<file path="config.mk">
export PLATFORM = sky130hd
export DESIGN_NAME = sisc_mc_ctrl
export DESIGN_NICKNAME = d
export VERILOG_FILES = /design/src/rtl/sisc_pkg.sv /design/src/rtl/sisc_br_cond.sv /design/src/rtl/sisc_mc_ctrl.sv
export SDC_FILE = /design/constraint.sdc
export NUM_CORES = 1
export LEC_CHECK = 0
export CAP_MARGIN = 20
export CELL_PAD_IN_SITES_DETAIL_PLACEMENT = 1
export CELL_PAD_IN_SITES_GLOBAL_PLACEMENT = 1
export CORE_MARGIN = 5
export CORE_UTILIZATION = 32
export DETAILED_ROUTE_END_ITERATION = 16
export PLACE_DENSITY = 0.83
export SLEW_MARGIN = 20
export SYNTH_ARGS = -nofsm -noshare
export SYNTH_HDL_FRONTEND = slang
export SYNTH_SLANG_ARGS = --single-unit
</file>
<file path="constraint.sdc">
create_clock -name clk -period 1.8 [get_ports clk]
set_clock_uncertainty 0.05 [all_clocks]
set_input_delay 0.36 -clock clk [delete_from_list [all_inputs] [get_ports clk]]
set_output_delay 0.36 -clock clk [all_outputs]
set_load 0.01 [all_outputs]
</file>
<file path="src/rtl/sisc_pkg.sv">
// Shared encodings for the SISC multi-cycle control unit: opcodes, FSM states,
// ALU/writeback select codes and status-register bit positions.
package sisc_pkg;

    localparam logic [3:0] OP_NOP    = 4'h0;
    localparam logic [3:0] OP_ALU_RR = 4'h1;
    localparam logic [3:0] OP_ALU_RI = 4'h2;
    localparam logic [3:0] OP_LOD    = 4'h3;
    localparam logic [3:0] OP_STR    = 4'h4;
    localparam logic [3:0] OP_SWP    = 4'h5;
    localparam logic [3:0] OP_BRA    = 4'h6;
    localparam logic [3:0] OP_BRR    = 4'h7;
    localparam logic [3:0] OP_BNE    = 4'h8;
    localparam logic [3:0] OP_BNR    = 4'h9;
    localparam logic [3:0] OP_HLT    = 4'hF;

    typedef enum logic [2:0] {
        ST_RESET,
        ST_FETCH,
        ST_DECODE,
        ST_EXEC,
        ST_MEM,
        ST_WB,
        ST_WB2,
        ST_HALT
    } state_t;

    localparam logic [1:0] ALU_ARITH = 2'd0;
    localparam logic [1:0] ALU_LOGIC = 2'd1;
    localparam logic [1:0] ALU_PASS  = 2'd2;
    localparam logic [1:0] ALU_RSVD  = 2'd3;

    localparam logic [1:0] WB_ALU = 2'd0;
    localparam logic [1:0] WB_DM  = 2'd1;
    localparam logic [1:0] WB_RSA = 2'd2;
    localparam logic [1:0] WB_RSB = 2'd3;

    // statreg layout is {C,V,N,Z}
    localparam int STAT_Z = 0;
    localparam int STAT_N = 1;
    localparam int STAT_V = 2;
    localparam int STAT_C = 3;

    function automatic logic is_branch(input logic [3:0] op);
        return (op == OP_BRA) || (op == OP_BRR) || (op == OP_BNE) || (op == OP_BNR);
    endfunction

    function automatic logic is_mem(input logic [3:0] op);
        return (op == OP_LOD) || (op == OP_STR);
    endfunction

endpackage

</file>
<file path="src/rtl/sisc_br_cond.sv">
// Branch condition evaluation: BRA/BRR take on any masked status bit set,
// BNE/BNR take when no masked bit is set. A zero mask therefore never/always takes.
module sisc_br_cond
    import sisc_pkg::*;
#(
    parameter int OP_W = 4,
    parameter int MM_W = 4
) (
    input  logic [MM_W-1:0] stat,
    input  logic [MM_W-1:0] mm,
    input  logic [OP_W-1:0] opcode,
    output logic            taken
);

    logic [3:0] op;
    logic       hit;

    assign op  = 4'(opcode);
    assign hit = |(stat & mm);

    always_comb begin
        taken = 1'b0;
        if ((op == OP_BRA) || (op == OP_BRR)) begin
            taken = hit;
        end else if ((op == OP_BNE) || (op == OP_BNR)) begin
            taken = !hit;
        end
    end

endmodule

</file>
<file path="src/rtl/sisc_mc_ctrl.sv">
// Multi-cycle SISC control unit: fetch/decode/exec/mem/writeback sequencing with
// IM/DM handshakes, branch resolution, and cycle/retired-instruction counters.
module sisc_mc_ctrl
    import sisc_pkg::*;
#(
    parameter int OP_W    = 4,
    parameter int MM_W    = 4,
    parameter int ALUOP_W = 2,
    parameter int CNT_W   = 32
) (
    input  logic               clk,
    input  logic               rst_f,
    input  logic [OP_W-1:0]    opcode,
    input  logic [MM_W-1:0]    mm,
    input  logic [MM_W-1:0]    stat,
    input  logic               im_rdy,
    input  logic               dm_rdy,
    output logic               im_req,
    output logic               dm_req,
    output logic               rf_we,
    output logic               dm_we,
    output logic               ir_load,
    output logic               pc_write,
    output logic               pc_rst,
    output logic               pc_sel,
    output logic               br_sel,
    output logic               rb_sel,
    output logic               mm_sel,
    output logic               rw_sel,
    output logic [ALUOP_W-1:0] alu_op,
    output logic [1:0]         wb_sel,
    output logic               halted,
    output logic [CNT_W-1:0]   cycle_cnt,
    output logic [CNT_W-1:0]   retire_cnt
);

    state_t     state, state_next;
    logic [3:0] op;
    logic [1:0] alu_code;
    logic       taken;
    logic       retire;

    assign op = 4'(opcode);

    sisc_br_cond #(
        .OP_W (OP_W),
        .MM_W (MM_W)
    ) u_br_cond (
        .stat   (stat),
        .mm     (mm),
        .opcode (opcode),
        .taken  (taken)
    );

    always_ff @(posedge clk) begin
        if (rst_f) begin
            state <= ST_RESET;
        end else begin
            state <= state_next;
        end
    end

    always_ff @(posedge clk) begin
        if (rst_f) begin
            cycle_cnt  <= '0;
            retire_cnt <= '0;
        end else begin
            if (state != ST_HALT) begin
                cycle_cnt <= cycle_cnt + CNT_W'(1);
            end
            if (retire) begin
                retire_cnt <= retire_cnt + CNT_W'(1);
            end
        end
    end

    always_comb begin
        state_next = state;
        im_req     = 1'b0;
        dm_req     = 1'b0;
        rf_we      = 1'b0;
        dm_we      = 1'b0;
        ir_load    = 1'b0;
        pc_write   = 1'b0;
        pc_rst     = 1'b0;
        pc_sel     = 1'b0;
        br_sel     = 1'b0;
        rb_sel     = 1'b0;
        mm_sel     = 1'b0;
        rw_sel     = 1'b0;
        alu_code   = ALU_ARITH;
        wb_sel     = WB_ALU;
        halted     = 1'b0;
        retire     = 1'b0;

        case (state)
            ST_RESET: begin
                pc_rst     = 1'b1;
                state_next = ST_FETCH;
            end
            ST_FETCH: begin
                im_req = 1'b1;
                if (im_rdy) begin
                    ir_load    = 1'b1;
                    pc_write   = 1'b1;
                    state_next = ST_DECODE;
                end
            end
            ST_DECODE: begin
                // NOP and undefined opcodes skip EXEC and simply retire through WB
                if (op == OP_HLT) begin
                    state_next = ST_HALT;
                end else if ((op >= OP_ALU_RR) && (op <= OP_BNR)) begin
                    state_next = ST_EXEC;
                end else begin
                    state_next = ST_WB;
                end
            end
            ST_EXEC: begin
                alu_code = (op == OP_ALU_RI) ? ALU_PASS : ALU_ARITH;
                rb_sel   = (op == OP_STR) || (op == OP_SWP);
                mm_sel   = is_mem(op) && (mm == '0);
                if (is_branch(op)) begin
                    retire     = 1'b1;
                    state_next = ST_FETCH;
                    if (taken) begin
                        pc_write = 1'b1;
                        pc_sel   = 1'b1;
                        br_sel   = (op == OP_BRA) || (op == OP_BNE);
                    end
                end else if (is_mem(op)) begin
                    state_next = ST_MEM;
                end else begin
                    state_next = ST_WB;
                end
            end
            ST_MEM: begin
                dm_req = 1'b1;
                if (dm_rdy) begin
                    dm_we      = (op == OP_STR);
                    state_next = ST_WB;
                end
            end
            ST_WB: begin
                if ((op == OP_ALU_RR) || (op == OP_ALU_RI)) begin
                    rf_we  = 1'b1;
                    wb_sel = WB_ALU;
                end else if (op == OP_LOD) begin
                    rf_we  = 1'b1;
                    wb_sel = WB_DM;
                end
                // SWP needs a second write port cycle; it retires on leaving WB2
                if (op == OP_SWP) begin
                    rf_we      = 1'b1;
                    wb_sel     = WB_RSB;
                    state_next = ST_WB2;
                end else begin
                    retire     = 1'b1;
                    state_next = ST_FETCH;
                end
            end
            ST_WB2: begin
                rf_we      = 1'b1;
                wb_sel     = WB_RSA;
                rw_sel     = 1'b1;
                retire     = 1'b1;
                state_next = ST_FETCH;
            end
            ST_HALT: begin
                halted = 1'b1;
            end
            default: begin
                state_next = ST_RESET;
            end
        endcase

        alu_op = ALUOP_W'(alu_code);
    end

endmodule

</file>
Fig. 1: run 1, wire density map
23 x 23 tiles, from dark blue (low) to red (high), scaled to the fullest tile. Values are wire area over tile area, all layers added.
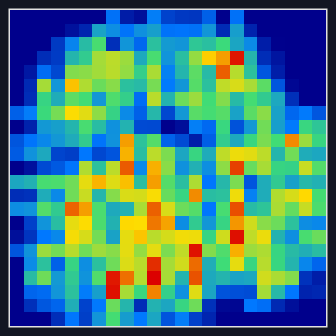
nearly empty tiles = 13%
mean over tiles = 0.18
fullest tile = 0.46
emptiest ninth of the die = upper right
densest ninth of the die = bottom center
global router's overall resource usage: 20.6%
detailed-route wire length: 15200 um
routed len/inst: 19.9 um
number of vias after detailed routing: 4055

Fig. 2: run 1, metal 4
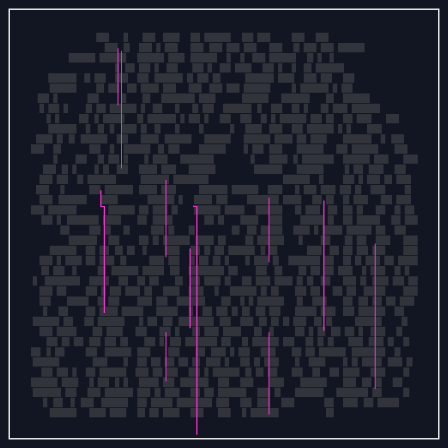
nets with wire on the layer = 10
main direction = vertical
wire length on this layer = 309 um
longest straight run = 61.1 um
share of all routed wire = 2.0%

Fig. 3: run 1, placed cells, one color a class
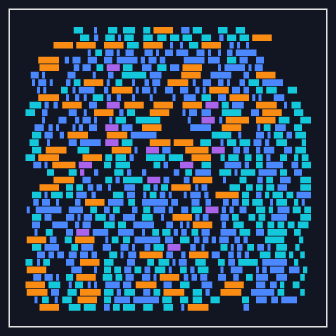
cyan -> other buffers and delay cells  # cells 209
orange -> flip-flops  # cells 67
purple -> clock drivers and dummy loads  # cells 15
blue -> all other logic  # cells 334
site row count: 38
core utilization of the finished layout: 59.1%
summed area of non-filler cells in the final layout: 6370 sq um
placeable core region: 10800 sq um
sequential cell area share: 21.7%

==> run notes, run 1 <==
The full implementation flow was run.

The run finished, with violations left. The final reports fail on setup timing. The number of global-route vias before repair stands at approximately 4300. Looking at hold timing, the worst path starts from rst_f. Per report_power, the sequential group accounts for about 48% of the total.

From synthesis to final layout, the design area changed by 81.4%. Leaving out filler cells and counting taps, the final layout contains 765. The met1 layer wirelength in the final routing stands at 6130 um. After synthesis the cells add up to ~3500 sq um.

The largest registers in the layout are cycle_cnt x32, retire_cnt x32, state x3. On met3, the global router reports a usage of between 3 and 4%. Looking at the area split, the leading class of cells is multi-input combinational cells.

Per the layout area report, the combinational gate area comes to between 2000 and 3000 sq um. The port buffer count stands at approximately 95. Looking at the setup timing report, the critical path kind is in -> out.

The synthesis run identifies the leading combinational cell family as simple AND/OR/NAND/NOR gates. The pin count of the biggest net entering global routing stands at 37. The maximum clock insertion buffer count stands at 2. The power consumed by combinational cells stands at 363 uW. TritonCTS built the clock tree. The synthesis report names the predominant flop master as dfxtp_1. The warning tally printed by Yosys for this design is 0. The XOR/XNOR share of the synthesized area stands at roughly an eighth.

In the CTS report, the clock slew at the register clock pins of the worst setup and hold paths is listed as approximately 0.08 ns. The total number of nets in the final design stands at between 600 and 700. Hold-check failures listed in the final report amount to 0. The number of nets still failing antenna checks after routing stands at 0. The post-synthesis register bit count stands at 67.

The maximum clock frequency stands at around 480 MHz. The clock network power reported by the tool is 1260 uW. The floorplan report lists the tap cell count as between 100 and 150. The synthesized design devotes to its leading area cell type 38.2% of total area. The final layout report lists a non-clock buffer count of roughly 210. Summing the areas of all fa, ha and maj instances in the mapped netlist gives less than 1% of the synthesized area. The required arrival time at the worst endpoint stands at about 1.4 ns. The critical path ends at br_sel. The setup slack of the most critical reg-to-reg path stands at -0.28 ns. The synthesized netlist devotes between 10 and 15% of its cell area to compound gates. The global routing report lists met2 layer usage as between 30% and 40%. For reference, simple AND, OR, NAND and NOR cells occupy between 30% and 40% of the area reported after synthesis.

For this run the aggregate overflow at the end of global routing stands at 0. The CTS report gives the tree buffer count as 9. The leakage power in the latest report is between 0.002 and 0.003 uW. In the detailed route, the total length drawn on met2 is 8250 um. Checking hold timing, the worst path is listed with class in -> reg. The initial utilization of the core area, before any placement, comes to between 30% and 40%. dfxtp_1 is the most common cell in the netlist. STA on the placed design reports a worst setup slack of -1.09 ns. The synthesized design contains 0 enable-type register cells. 0 antenna diodes ended up in the layout. STA classifies the critical path startpoint as an input port.

According to the dpl log, the detail-placed design has an HPWL of between 9000 and 10000 um. For this design the top-level I/O count stands at between 90 and 100. The launch point of the worst register-to-register path is recorded as state[1]$_SDFFE_PP0P_. Per report_power, the clock group accounts for ~40% of the total. According to the cell report, flip-flops and latches in the layout number roughly 67. Counting distinct cell types in the post-synthesis netlist gives between 40 and 50. The congestion estimate from routability-driven global placement came to 0.810. The dominant power group in this design is sequential cells. The power share of the combinational group stands at a little under an eighth. The last timing report of the flow puts the setup violation total at 40. The met3 wire length stands at ~530 um. After synthesis, the cell types taking the most area are dfxtp_1, xnor2_1, nor2_1, xor2_1, o21ai_0. The script computed a power per unit cell area of 490 nW/um^2.

The synthesis area per yosys stands at roughly 3500 sq um. The report lists the cells along the critical path as clkdlybuf4s15_2 > or3b_4 > mux2i_1 > nand2_1 > a211oi_2 > buf_2. Tracing the worst setup path back leads to its startpoint at opcode[3]. The number of logged tool warnings stands at 29.

The synthesized netlist handed to floorplanning was reported with a cell count of 427. The number of violations of the max-capacitance limit stands at 0. The portion of the layout cell area used by clock cells stands at between 3 and 4%. The number of levels in the clock H-tree stands at 3. The cell internal power dissipation stands at 2360 uW. STA classifies the critical path endpoint as an output pin.

The cell count in the Yosys report stands at between 400 and 500. In the layout the commonest cells are buf_4, nor2_1, clkdlybuf4s50_1. Among logic cells in the layout, the one with the most instances is buf_4.

The largest individual stage delay along the critical path comes from the cell or3b_4. The iteration-0 DRC count of the detailed router stands at roughly 150. The final-layout clock buffer total stands at 14.

The placed instance area stands at 5180 sq um. Setup slack on the critical path of the routed design comes to -0.275 ns. The placed cell count stands at 711.

According to the floorplan report, the total die area is approximately 13000 sq um. The path depth of the worst reg2reg path stands at 7. The highest layer touched by signal routing is met4. Cells with a size suffix above 1 make up a little over 40% of the layout.

The data-path buffer share of cell area in the final layout stands at a little under a third. Counting buffers and inverters, the worst setup path is 6 cells deep.
Fig. 4: run 1, clock wires, drivers and flops
The bar under the picture is 20 um long.
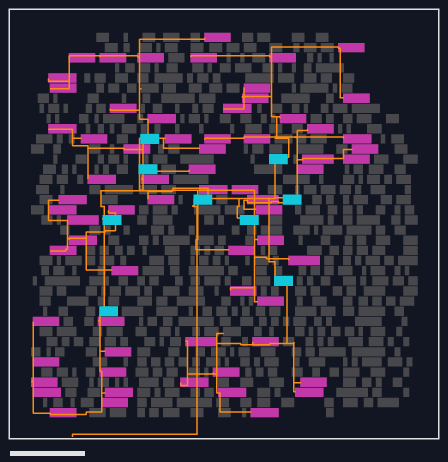

==> run 2, diff against run 1 <==
--- a/config.mk
+++ b/config.mk
@@ -8,7 +8,6 @@
 export CAP_MARGIN = 20
 export CELL_PAD_IN_SITES_DETAIL_PLACEMENT = 1
 export CELL_PAD_IN_SITES_GLOBAL_PLACEMENT = 1
-export CORE_MARGIN = 5
 export CORE_UTILIZATION = 32
 export DETAILED_ROUTE_END_ITERATION = 16
 export PLACE_DENSITY = 0.83
Fig. 5: run 2, clock wires, drivers and flops
The bar under the picture is 20 um long.
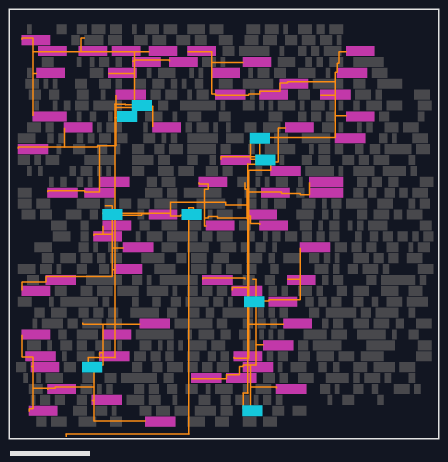
magenta -> flip-flops  # count 67
cyan -> cells driving clock nets  # count 9
orange -> clock wires  # length 998 um
flops lie = spread over the die
clock-net power: 1220 uW
Clock Power Share: 39.4%

Fig. 6: run 2, placed cells, one color a class
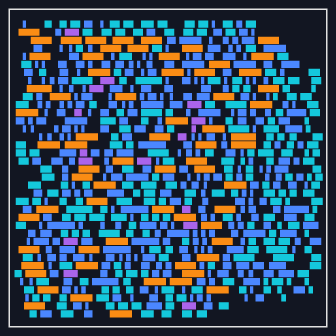
blue -> all other logic  # cells 334
purple -> clock drivers and dummy loads  # cells 16
cyan -> other buffers and delay cells  # cells 218
orange -> flip-flops  # cells 67
sequential cell area share: 21.3%
core utilization of the finished layout: 62.0%
summed area of non-filler cells in the final layout: 6520 sq um
site row count: 37
placeable core region: 10500 sq um

==> run 2 against run 1 <==
Effect of this change: the run still ends with setup timing left; via count rose by 2.3%; synthesized cell count is the same; power down 0.98%; fmax is 1.1% lower; count of clock-buffer cells in the layout decreased by 3.
==> run notes, run 2 <==
The full implementation flow was run.

The number of filler instances in the final layout stands at roughly 1200. The total power density per cell area stands at 475 nW/um^2. Buffers inserted during clock tree synthesis total 9.

STA lists the startpoint of the worst hold path as rst_f. The fraction of final layout cells sized beyond drive strength 1 stands at 43.3%. The cell leakage power stands at 0.00278 uW. The remaining global-route overflow stands at 0. The setup slack of the most critical reg-to-reg path stands at -0.22 ns. In the synthesized netlist the dominant register cell turns out to be dfxtp_1. The run reported a max-capacitance violation count of 0.

Of the total power, combinational logic draws roughly an eighth. The final worst-path cycle share stands at 117%. The multi-input combinational gate total stands at approximately 320.

The synthesized-area fraction occupied by ao, oa, aoi and oai cells stands at approximately 14%. The area used by sequential logic in the layout stands at about 1400 sq um. The number of gates resized after CTS stands at 201. For reference, the most critical setup path is categorized as in -> out. The number of instances in the synthesized netlist stands at ~430. The number of well-tap cells placed stands at between 100 and 150. After synthesis, the cell types taking the most area are dfxtp_1, xnor2_1, nor2_1, xor2_1, o21ai_0. Sequential power for this build is approximately 1500 uW. The global-route total usage across every layer stands at 24.2%. dfxtp_1 is the most common cell in the netlist.

The path depth of the worst reg2reg path stands at 11. Per the GRT log, the top usage layer is met2. TritonCTS built the clock tree. The power report attributes to the sequential group a share of about half. The final hold violation count recorded for this run is 0. The largest total area in the synthesized netlist belongs to dfxtp_1. The number of nets handed over by synthesis was ~450. The signal on the critical path passes through buf_6 > a22o_1 > a221oi_2 > mux2i_2 > nand2_1 > a211oi_2 > buf_2. Relative to the synthesized area, the layout overhead comes to 85.4%. STA puts the critical path data required time at between 1 and 1.5 ns. The share of synthesized area spent on multiplexers stands at less than 1%. At the pin with the least slew margin, the transition time is 0.532 ns. The total setup violations reported at the end of the flow stands at roughly 43. STA classifies the critical path startpoint as an input port. Clock tree synthesis selected as its root buffer the cell clkbuf_8. In this run the tools logged warnings totalling 29. According to the timing report, the arrival time at the worst endpoint equals about 1.7 ns. The report shows a maximum critical-path fanout of 2. In this design, the largest share of critical-path delay is due to AND-OR/OR-AND gates.

Prior to clock tree synthesis, the placed netlist has a worst setup slack of -1.09 ns. The average wire per cell in the routed design stands at 20.9 um. The fraction of synthesized cell area taken by the top area cell type stands at 38.2%. In the power breakdown, the biggest contributor is sequential cells. The met3 wire length stands at approximately 470 um. Entering global routing, the biggest net connects 33 pins. The synthesis report lists the Yosys warning total as 0.

For the worst reg-to-reg path, the endpoint reported by OpenROAD is retire_cnt[3]$_SDFFE_PP0P_. Detailed routing placed a total of 8720 um of wire on met2. The met3 demand-to-capacity share in global routing stands at about 4%. Per the placement report, the placed cell count is 704.

Non-clock buffering takes up about a third of total cell area after layout. The number of top-level pins stands at 97. The effective utilization at floorplan stands at 33.4%.

The initial antenna violation count stands at 0. The highest supply drop recorded on VDD is approximately 0.00039 V. For this run, the script counts the antenna cells in the layout as 0.

The checks that failed: setup timing. In this run the worst hold path is classified as in -> reg. The design has around 67 sequential cells.

In the final routing, the length of wire on met1 measures between 6000 and 7000 um. At the later pin of the worst-skew pair, clock insertion delay measures 0.37 ns. The total number of nets in the final design stands at ~650. In this run, the synthesized area fraction spent on adder and majority cells is recorded as less than 1%. The portion of the layout cell area used by clock cells stands at 2.90%.

The critical path starts at mm[0]. The iteration-0 DRC count of the detailed router stands at 155. The distinct cell type count of the synthesized netlist stands at 48. Routability-driven placement finished with a final weighted congestion of roughly 0.81.

The highest layer touched by signal routing is met4. The first-pass GRT wire length stands at roughly 22000 um. In the final design, more cell area goes to multi-input combinational cells than to any other class. The met1 demand-to-capacity share in global routing stands at between 20 and 30%. The slowest stage of the critical path belongs to the cell mux2i_2. The synthesized netlist devotes between 30% and 40% of its cell area to simple gates.

In this run the deepest clock path goes through 2 buffers. The mapped cell area stands at between 3000 and 4000 sq um. The power consumed by combinational cells stands at 368 uW.

The switching power summed over all nets stands at 839 uW. The flow ran to the end, but the final reports show violations. Across the whole layout, multi-input logic makes up around two fifths of the cell area. The placed instance area stands at about 5200 sq um. The maximum single-stage delay on the critical path stands at around 0.28 ns.

For this design, the sink count on the clock tree is ~67. The clock-pin slew of the registers on the worst-case setup and hold paths stands at roughly 0.070 ns. In this run the number of cells on the critical path is 7. The number of levels in the clock H-tree stands at 3. The number of buffer and inverter instances along the worst setup path stands at 2. The total of plain and repair buffers excluding clock buffers stands at 218. The maximum clock frequency stands at roughly 480 MHz. The final critical delay including setup and external delays stands at 2.10 ns.

met2 track demand over resource after global routing is 44.7%. The final-layout clock buffer total stands at 11. The tightest hold path in the finished design has a slack of about 0.41 ns. The headroom to the max-slew limit stands at roughly 65%. For reference, the critical path is captured by br_sel. Excluding fillers, the count of instances in the completed layout stands at between 700 and 800. The area of the multi-input gates stands at 2590 sq um. Adding up every negative setup slack in the final design gives -4.68 ns. Pins over their slew limit in the final report were tallied at 0. The synthesis run identifies the leading combinational cell family as simple AND/OR/NAND/NOR gates. The remaining routing DRC violations stands at 0. The synthesis area per yosys stands at approximately 3500 sq um. After Yosys synthesis, XOR and XNOR cells account for roughly 12% of the synthesized area. The number of global-route vias before repair stands at approximately 4300.

The minimum setup slack in the final design stands at -0.298 ns. Per the cell usage report, the commonest logic cells after layout are buf_4, nor2_1, clkdlybuf4s50_1. The number of nets still failing antenna checks after routing stands at 0. The die boundary height stands at roughly 110 um. The port buffer count stands at 95. The number of flops mapped to enable cells by yosys stands at 0. The largest registers in the layout are cycle_cnt x32, retire_cnt x32, state x3. The post-synthesis register bit count stands at about 67.

The detailed placer's ending HPWL stands at roughly 9000 um. Per the cell usage report, the commonest logic cell in the layout is buf_4. The floorplan step defined a die boundary enclosing 11400 sq um. In this run the critical register-to-register path is launched from state[0]$_SDFFE_PP0P_. Yosys stat counts approximately 430 cells in the synthesized netlist. The cell internal power dissipation stands at between 2000 and 2500 uW. Hold analysis lists the worst path endpoint as state[1]$_SDFFE_PP0P_. The worst setup path is captured at an output pin.
Fig. 7: run 2, metal 4
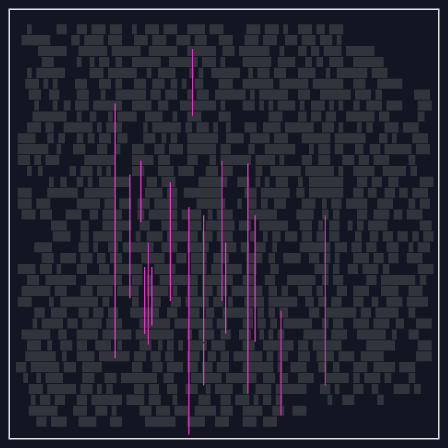
share of all routed wire = 3.2%
main direction = vertical
number of vias after detailed routing: 4148
detailed-route wire length: 16100 um

Fig. 8: run 2, wire density map
21 x 21 tiles, from dark blue (low) to red (high), scaled to the fullest tile. Values are wire area over tile area, all layers added.
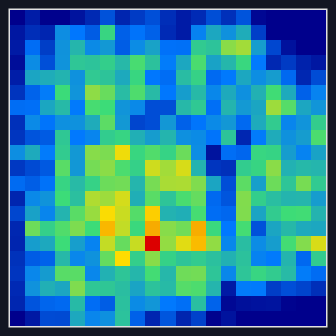

==> run 3, diff against run 2 <==
--- a/config.mk
+++ b/config.mk
@@ -11,6 +11,7 @@
 export CORE_UTILIZATION = 32
 export DETAILED_ROUTE_END_ITERATION = 16
 export PLACE_DENSITY = 0.83
+export RECOVER_POWER = 100
 export SLEW_MARGIN = 20
 export SYNTH_ARGS = -nofsm -noshare
 export SYNTH_HDL_FRONTEND = slang
Fig. 9: run 3, wire density map
21 x 21 tiles, from dark blue (low) to red (high), scaled to the fullest tile. Values are wire area over tile area, all layers added.
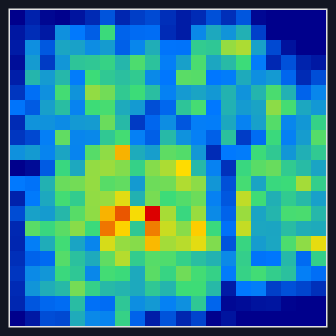
nearly empty tiles = 6.1%
fullest tile = 0.64
tiles over half the peak = 23%
mean over tiles = 0.22
number of vias after detailed routing: 4157
routed len/inst: 20.9 um
global router's overall resource usage: 24.2%
detailed-route wire length: 16100 um

Fig. 10: run 3, placed cells, one color a class
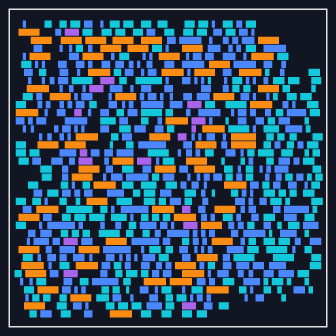
blue -> all other logic  # cells 334
cyan -> other buffers and delay cells  # cells 218
orange -> flip-flops  # cells 67
purple -> clock drivers and dummy loads  # cells 16
summed area of non-filler cells in the final layout: 6410 sq um
sequential cell area share: 21.5%

Fig. 11: run 3, metal 4
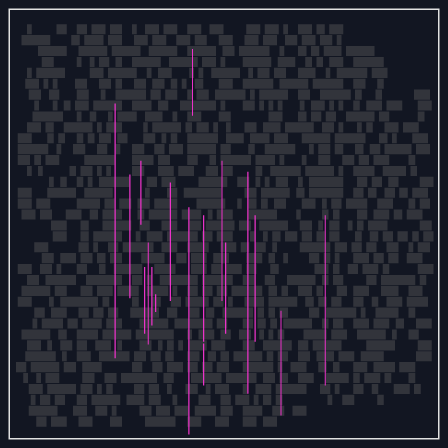
longest straight run = 63.2 um
share of all routed wire = 3.3%
nets with wire on the layer = 16
main direction = vertical
wire length on this layer = 524 um

==> run 3 against run 2 <==
Effect of this change: the flow still finishes with violations (setup timing); synthesized cell count stayed put; flip-flop count stayed put; combinational power is 1% lower; power is 0.14% lower; critical path depth stayed put; count of clock-buffer cells in the layout stayed put; register-to-register slack hardly changed; first-iteration DRC count is 3.9% lower.
==> run notes, run 3 <==
The full implementation flow was run.

The placed cell count stands at 704. Entering global routing, the biggest net connects 33 pins. The run finished, with violations left. The number of antenna cells inserted stands at 0.

The synthesis area per yosys stands at 3510 sq um. Pins over their slew limit in the final report were tallied at 0. The headroom to the max-slew limit stands at 64.3%.

The final-layout clock buffer total stands at 11. There are 67 flip-flops and latches. Per the synth log, the flip-flop and latch total comes to roughly 67. The clock latency at the later pin of the worst-skew pair stands at about 0.36 ns. The most critical setup path has its endpoint at br_sel. Per the hold report, the tightest min-delay path originates at rst_f. Counting I/O delays and the setup requirement, the final critical path takes ~2.1 ns. The tree is rooted in a clkbuf_8. The stage logs contain a warning count of 29. The number of gates on the worst path with buffers counted stands at 7. The mapped cell area stands at ~3500 sq um. The worst setup path is captured at an output pin. For the sequential group, total power comes out at roughly 1500 uW. Setup slack on the worst path after placement came out at -1.09 ns. The registers reported with the highest flop counts are cycle_cnt x32, retire_cnt x32, state x3. Per the post-synthesis report, the nets total between 400 and 500. The longest incremental delay of any stage on the critical path is reported as around 0.28 ns. The maximum resistive drop on vdd stands at 0.000386 V.

The distinct cell type count of the synthesized netlist stands at 48. Among logic cells in the layout, the one with the most instances is buf_4. The number of synthesis warnings stands at 0. The total setup violations reported at the end of the flow stands at 70. The run reported a max-capacitance violation count of 0. Of the total power, registers draw 48.8%. The flow reports an fmax of between 400 and 500 MHz. The multi-input logic portion of the cell area stands at about two fifths. The final layout report lists a non-clock buffer count of approximately 220.

The total CTS buffers stands at 9. The checks that failed: setup timing. TritonCTS built the clock tree.

The area of the multi-input gates stands at approximately 2600 sq um. In the hold report, the worst path ends at state[1]$_SDFFE_PP0P_. The number of placement rows stands at 37. The number of global-route vias before repair stands at between 4000 and 5000. In the routed design, unresolved DRC markers number 0. After layout, the worst setup slack is -0.300 ns. After synthesis, the share of cell area in mux cells is 0.570%. The maximum clock insertion buffer count stands at 2. The post-route setup TNS stands at -7.61 ns. Of the total synthesized cell area, the portion taken by AND, OR, NAND and NOR gates is a little under a third. The number of levels in the clock H-tree stands at 3.

Traced cell by cell, the critical path runs through buf_6 > a22o_1 > a221oi_2 > mux2i_2 > nand2_1 > a211oi_2 > buf_2. Per the synthesis report, the single largest cell type by area occupies about two fifths of cell area. The total number of nets in the final design stands at 648. The data-path buffer share of cell area in the final layout stands at about a third. In this run, synthesis inferred 0 flip-flops with an integrated enable. The final worst-path cycle share stands at 117%.

The top cell types in the final layout, fill and taps aside, are buf_4, nor2_1, dfxtp_1. The number of buffer and inverter instances along the worst setup path stands at 2. According to the floorplan report, the placeable core area is between 10000 and 15000 sq um. The finished layout reports a core utilization of about three fifths.

The setup slack of the most critical reg-to-reg path stands at -0.22 ns. around 320 cells are multi-input combinational gates. Summed over all nets, wire length on met3 after detailed routing comes to 528 um. The arrival time at the worst endpoint stands at roughly 1.7 ns. Dividing total power by cell area gives a power density of 482 nW/um^2. The met2 routing resource usage after global routing stands at between 40% and 50%. Wire segments on met2 add up to between 8000 and 9000 um in the final route. The switching power summed over all nets stands at between 800 and 900 uW. In this run the critical register-to-register path is launched from state[0]$_SDFFE_PP0P_.

The synthesis run identifies the leading combinational cell family as simple AND/OR/NAND/NOR gates. In this run the worst setup path begins at mm[0]. Summed over all nets, the half-perimeter wirelength after detailed placement is between 8000 and 9000 um. The port buffer count stands at 95. The placed instance area stands at 5150 sq um. The number of nets still failing antenna checks after routing stands at 0. In the final layout, the fill cell count is around 1200. Post-synth the commonest register cell is dfxtp_1. The required time at the worst endpoint is listed as between 1 and 1.5 ns. The transition time at the pin with the least slew margin stands at 0.535 ns.

The initial antenna violation count was 0. The area fraction in full adders, half adders and majority gates stands at 0.712%. The flow reports that combinational logic draws 11.7% of the design power. The clock-pin slew of the registers on the worst-case setup and hold paths stands at around 0.080 ns. Looking at the setup timing report, the critical path kind is in -> out. The cell-mix breakdown from Yosys lists the XOR/XNOR area share as 12.2%. The tightest min-delay check is of the in -> reg type. The fraction of final layout cells sized beyond drive strength 1 stands at about two fifths. The number of well-tap cells placed stands at about 140. The worst setup path is launched from an input port. The layout report lists the clock-cell share of area as about 3%.

The endpoint identified for the worst register-to-register timing path is retire_cnt[3]$_SDFFE_PP0P_. Per the final timing report, the hold violations number 0. For this design the static power due to leakage is approximately 0.0025 uW. Once the clock tree was built, the resizer swapped around 200 gates to a different size. For reference, the top cells by area after synthesis are dfxtp_1, xnor2_1, nor2_1, xor2_1, o21ai_0. The most critical hold endpoint after final layout shows a slack of between 0.4 and 0.5 ns. The number of instances in the synthesized netlist stands at approximately 430.
Power is estimated from default activity; no workload was simulated.
